==> images/congestion.png <==
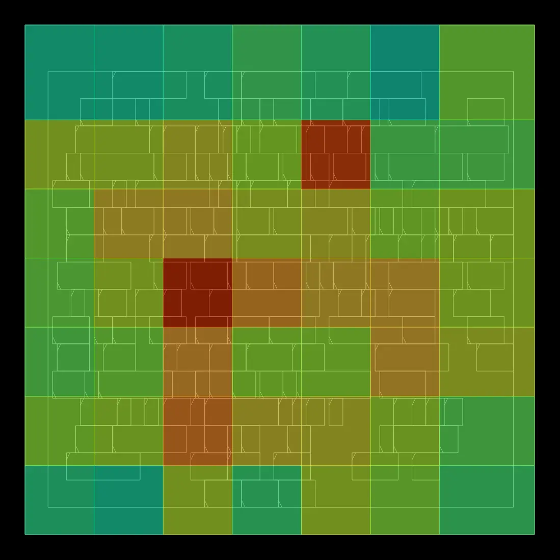
==> images/flops_by_reg.png <==
Bar = 20 um. Other sequential cells in the stronger grey, the rest of the logic in the fainter grey.
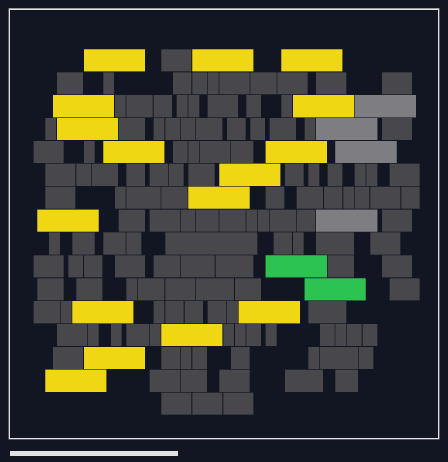
$ cat src/rtl/tpu_slot_timer_pkg.sv
// Shared types and constants for the TPU TDMA slot/frame timer.
// TPU_SLOT_LIMIT_EN (when defined) adds a programmable last-slot index.
package tpu_timer_pkg;

    localparam int SLOT_W = 7;
    localparam int TICK_W = 9;
    localparam int CNT_W  = SLOT_W + TICK_W;

    typedef enum logic [1:0] {
        TMR_IDLE,
        TMR_RUN,
        TMR_PAUSE
    } tmr_state_e;

    localparam int CTL_RSTTPU = 0;
    localparam int CTL_TXEN   = 1;
    localparam int CTL_RXEN   = 2;
    localparam int CTL_INTMSK = 3;

endpackage

$ cat src/rtl/tpu_slot_timer_if.sv
// Control/status bundle between the register file and the slot timer.
// TPU_SLOT_LIMIT_EN adds the num_slots field.
interface tpu_slot_timer_if;
    import tpu_timer_pkg::*;

    logic [7:0]       tpu_control;
    logic             int_clr;
`ifdef TPU_SLOT_LIMIT_EN
    logic [SLOT_W-1:0] num_slots;
`endif
    logic [CNT_W-1:0] counter;
    logic             slot_start;
    logic             frame_wrap;
    logic             int_flag;
    logic             tpu_irq;

`ifdef TPU_SLOT_LIMIT_EN
    modport master (
        output tpu_control, int_clr, num_slots,
        input  counter, slot_start, frame_wrap, int_flag, tpu_irq
    );
    modport slave (
        input  tpu_control, int_clr, num_slots,
        output counter, slot_start, frame_wrap, int_flag, tpu_irq
    );
`else
    modport master (
        output tpu_control, int_clr,
        input  counter, slot_start, frame_wrap, int_flag, tpu_irq
    );
    modport slave (
        input  tpu_control, int_clr,
        output counter, slot_start, frame_wrap, int_flag, tpu_irq
    );
`endif

endinterface

$ cat src/rtl/tpu_slot_timer.sv
// Free-running TDMA frame timer: {slot, tick} counter, strobes and sticky IRQ.
// TPU_SLOT_LIMIT_EN shortens the frame to num_slots+1 slots.
module tpu_slot_timer
    import tpu_timer_pkg::*;
(
    input  logic            clk,
    input  logic            reset,
    tpu_slot_timer_if.slave tmr
);

    tmr_state_e       state_q, state_d;
    logic [CNT_W-1:0] cnt_q, cnt_d, cnt_inc;
    logic             start_q, start_d;
    logic             wrap_q, wrap_d;
    logic             flag_q, flag_d;
    logic             irq_q;
    logic             rsttpu, run_en, last;

    assign rsttpu = tmr.tpu_control[CTL_RSTTPU];
    assign run_en = tmr.tpu_control[CTL_TXEN] | tmr.tpu_control[CTL_RXEN];

    // Natural 0xFFFF rollover always counts as a frame end.
`ifdef TPU_SLOT_LIMIT_EN
    assign last = (&cnt_q) |
                  ((cnt_q[CNT_W-1:TICK_W] == tmr.num_slots) &&
                   (&cnt_q[TICK_W-1:0]));
`else
    assign last = &cnt_q;
`endif

    assign cnt_inc = last ? '0 : cnt_q + CNT_W'(1);

    always_comb begin
        state_d = state_q;
        cnt_d   = cnt_q;
        wrap_d  = 1'b0;
        if (rsttpu) begin
            state_d = TMR_IDLE;
            cnt_d   = '0;
        end else begin
            unique case (state_q)
                TMR_IDLE: begin
                    cnt_d = '0;
                    if (run_en) state_d = TMR_RUN;
                end
                TMR_RUN: begin
                    if (run_en) begin
                        cnt_d  = cnt_inc;
                        wrap_d = last;
                    end else begin
                        state_d = TMR_PAUSE;
                    end
                end
                TMR_PAUSE: begin
                    if (run_en) begin
                        state_d = TMR_RUN;
                        cnt_d   = cnt_inc;
                        wrap_d  = last;
                    end
                end
                default: begin
                    state_d = TMR_IDLE;
                    cnt_d   = '0;
                end
            endcase
        end
        start_d = (state_d == TMR_RUN) && (cnt_d[TICK_W-1:0] == '0);
        // A wrap in the same cycle as a clear wins.
        flag_d  = wrap_d | (flag_q & ~tmr.int_clr);
    end

    always_ff @(posedge clk) begin
        if (reset) begin
            state_q <= TMR_IDLE;
            cnt_q   <= '0;
            start_q <= 1'b0;
            wrap_q  <= 1'b0;
            flag_q  <= 1'b0;
            irq_q   <= 1'b0;
        end else begin
            state_q <= state_d;
            cnt_q   <= cnt_d;
            start_q <= start_d;
            wrap_q  <= wrap_d;
            flag_q  <= flag_d;
            irq_q   <= flag_q & tmr.tpu_control[CTL_INTMSK];
        end
    end

    assign tmr.counter    = cnt_q;
    assign tmr.slot_start = start_q;
    assign tmr.frame_wrap = wrap_q;
    assign tmr.int_flag   = flag_q;
    assign tmr.tpu_irq    = irq_q;

endmodule

$ cat src/flat_wrapper.sv
// flat-port wrapper written by rule: the top's interface ports become plain ports
module tpu_slot_timer_flat import tpu_timer_pkg::*;
  (clk, reset, tmr_tpu_control, tmr_int_clr, tmr_counter, tmr_slot_start, tmr_frame_wrap, tmr_int_flag, tmr_tpu_irq);
  tpu_slot_timer_if tmr_i ();
  input  logic clk;
  input  logic reset;
  input wire logic [$bits(tmr_i.tpu_control)-1:0] tmr_tpu_control;
  input wire logic [$bits(tmr_i.int_clr)-1:0] tmr_int_clr;
  output wire logic [$bits(tmr_i.counter)-1:0] tmr_counter;
  output wire logic [$bits(tmr_i.slot_start)-1:0] tmr_slot_start;
  output wire logic [$bits(tmr_i.frame_wrap)-1:0] tmr_frame_wrap;
  output wire logic [$bits(tmr_i.int_flag)-1:0] tmr_int_flag;
  output wire logic [$bits(tmr_i.tpu_irq)-1:0] tmr_tpu_irq;
  assign tmr_i.tpu_control = tmr_tpu_control;
  assign tmr_i.int_clr = tmr_int_clr;
  assign tmr_counter = tmr_i.counter;
  assign tmr_slot_start = tmr_i.slot_start;
  assign tmr_frame_wrap = tmr_i.frame_wrap;
  assign tmr_int_flag = tmr_i.int_flag;
  assign tmr_tpu_irq = tmr_i.tpu_irq;
  tpu_slot_timer u_core (.clk(clk), .reset(reset), .tmr(tmr_i));
endmodule
$ cat config.mk
export PLATFORM = sky130hd
export DESIGN_NAME = tpu_slot_timer_flat
export DESIGN_NICKNAME = d
export VERILOG_FILES = /design/src/rtl/tpu_slot_timer_pkg.sv /design/src/rtl/tpu_slot_timer_if.sv /design/src/rtl/tpu_slot_timer.sv /design/src/flat_wrapper.sv
export SDC_FILE = /design/constraint.sdc
export NUM_CORES = 1
export LEC_CHECK = 0
export CAP_MARGIN = 20
export CORE_MARGIN = 2
export CORE_UTILIZATION = 50
export CTS_CLUSTER_DIAMETER = 60
export DETAILED_ROUTE_END_ITERATION = 12
export PLACE_DENSITY = 0.9
export SLEW_MARGIN = 20
export SYNTH_ARGS = -nofsm -noshare
export SYNTH_HDL_FRONTEND = slang
export SYNTH_SLANG_ARGS = --single-unit
$ cat constraint.sdc
create_clock -name clk -period 5.85 [get_ports clk]
set_clock_uncertainty 0.15 [all_clocks]
set_input_delay 0.585 -clock clk [delete_from_list [all_inputs] [get_ports clk]]
set_output_delay 0.585 -clock clk [all_outputs]
set_load 0.02 [all_outputs]
==> impl_metrics.json <==
{
  "worstPathRequired_ns": 5.90,
  "synthMostInstantiatedCell": "dfxtp_1",
  "syn_inst": 127,
  "postCtsSetupRepairBufs": 0,
  "outcome": "finished, final reports clean",
  "multi_input_comb_cells": 100,
  "r2r_cells": 6,
  "clk_pin_slew_ns": 0.12,
  "mostFrequentLayoutCell": "clkdlybuf4s50_1",
  "fin_util_pct": 71.0,
  "sw_frac_of_total_pct": 20.0,
  "setup_viol": 0,
  "yosys.area.top_type": "dfxtp_1",
  "clk_latency_ns": 0.31,
  "top_logic_kind": "simple AND/OR/NAND/NOR gates",
  "yosysChipArea_um2": 1100,
  "min_period_ns": 2.43,
  "critPathKind": "in -> reg",
  "cts_sinks": 22,
  "area_leaders": "dfxtp_1 (40%), nor2_1 (6.8%), xor2_1 (6.4%)",
  "final_cells": 182,
  "grt.busiest_layer": "met2",
  "path_max_fanout": 12,
  "dp_hpwl_mm": 1.78,
  "cts_buffers": 3,
  "layout.nets": 172,
  "syn_to_final_growth_pct": 30.8,
  "non_clock_buffer_area_share_pct": 18.1,
  "power.group.top": "sequential cells",
  "crit_start": "tmr_tpu_control[2]",
  "crit_arrival_ns": 2.48,
  "cap_viol_max_count": 0,
  "crit_end": "u_core.tmr.counter[3]$_SDFF_PP0_",
  "top_layer": "met4",
  "critPathLaunchType": "input pin",
  "finalWirelength_mm": 2.34,
  "globalRouteMet1Util_pct": 26.4,
  "synth.avg_cell_area_um2": 8.65,
  "grt_pass1_wl_mm": 4.24,
  "xor_share_pct": 12.0,
  "sh_comb_area_pct": 44.4,
  "grt_util_met3_pct": 3.80,
  "powerDensity_nw_per_um2": 199,
  "edf_count": 0,
  "buffers_excl_clock": 26,
  "core_um2": 2020,
  "critical-path-top-delay-family": "simple AND/OR/NAND/NOR gates",
  "io_pins": 31,
  "postRouteAntennaNets": 0,
  "dominant_cells": "logic gates",
  "drive_gt1_share_pct": 5.16,
  "worst_setup_path_end_kind": "flop",
  "yosysWarnings": 0
}
Notes on congestion.png above:
GRT Total Usage: 21.1%
post-DR wirelength/cell: 12.9 um

Notes on flops_by_reg.png above:
colour	netlist name	flops
yellow	u_core.tmr.counter	16
green	u_core.state_q	2
not coloured	4

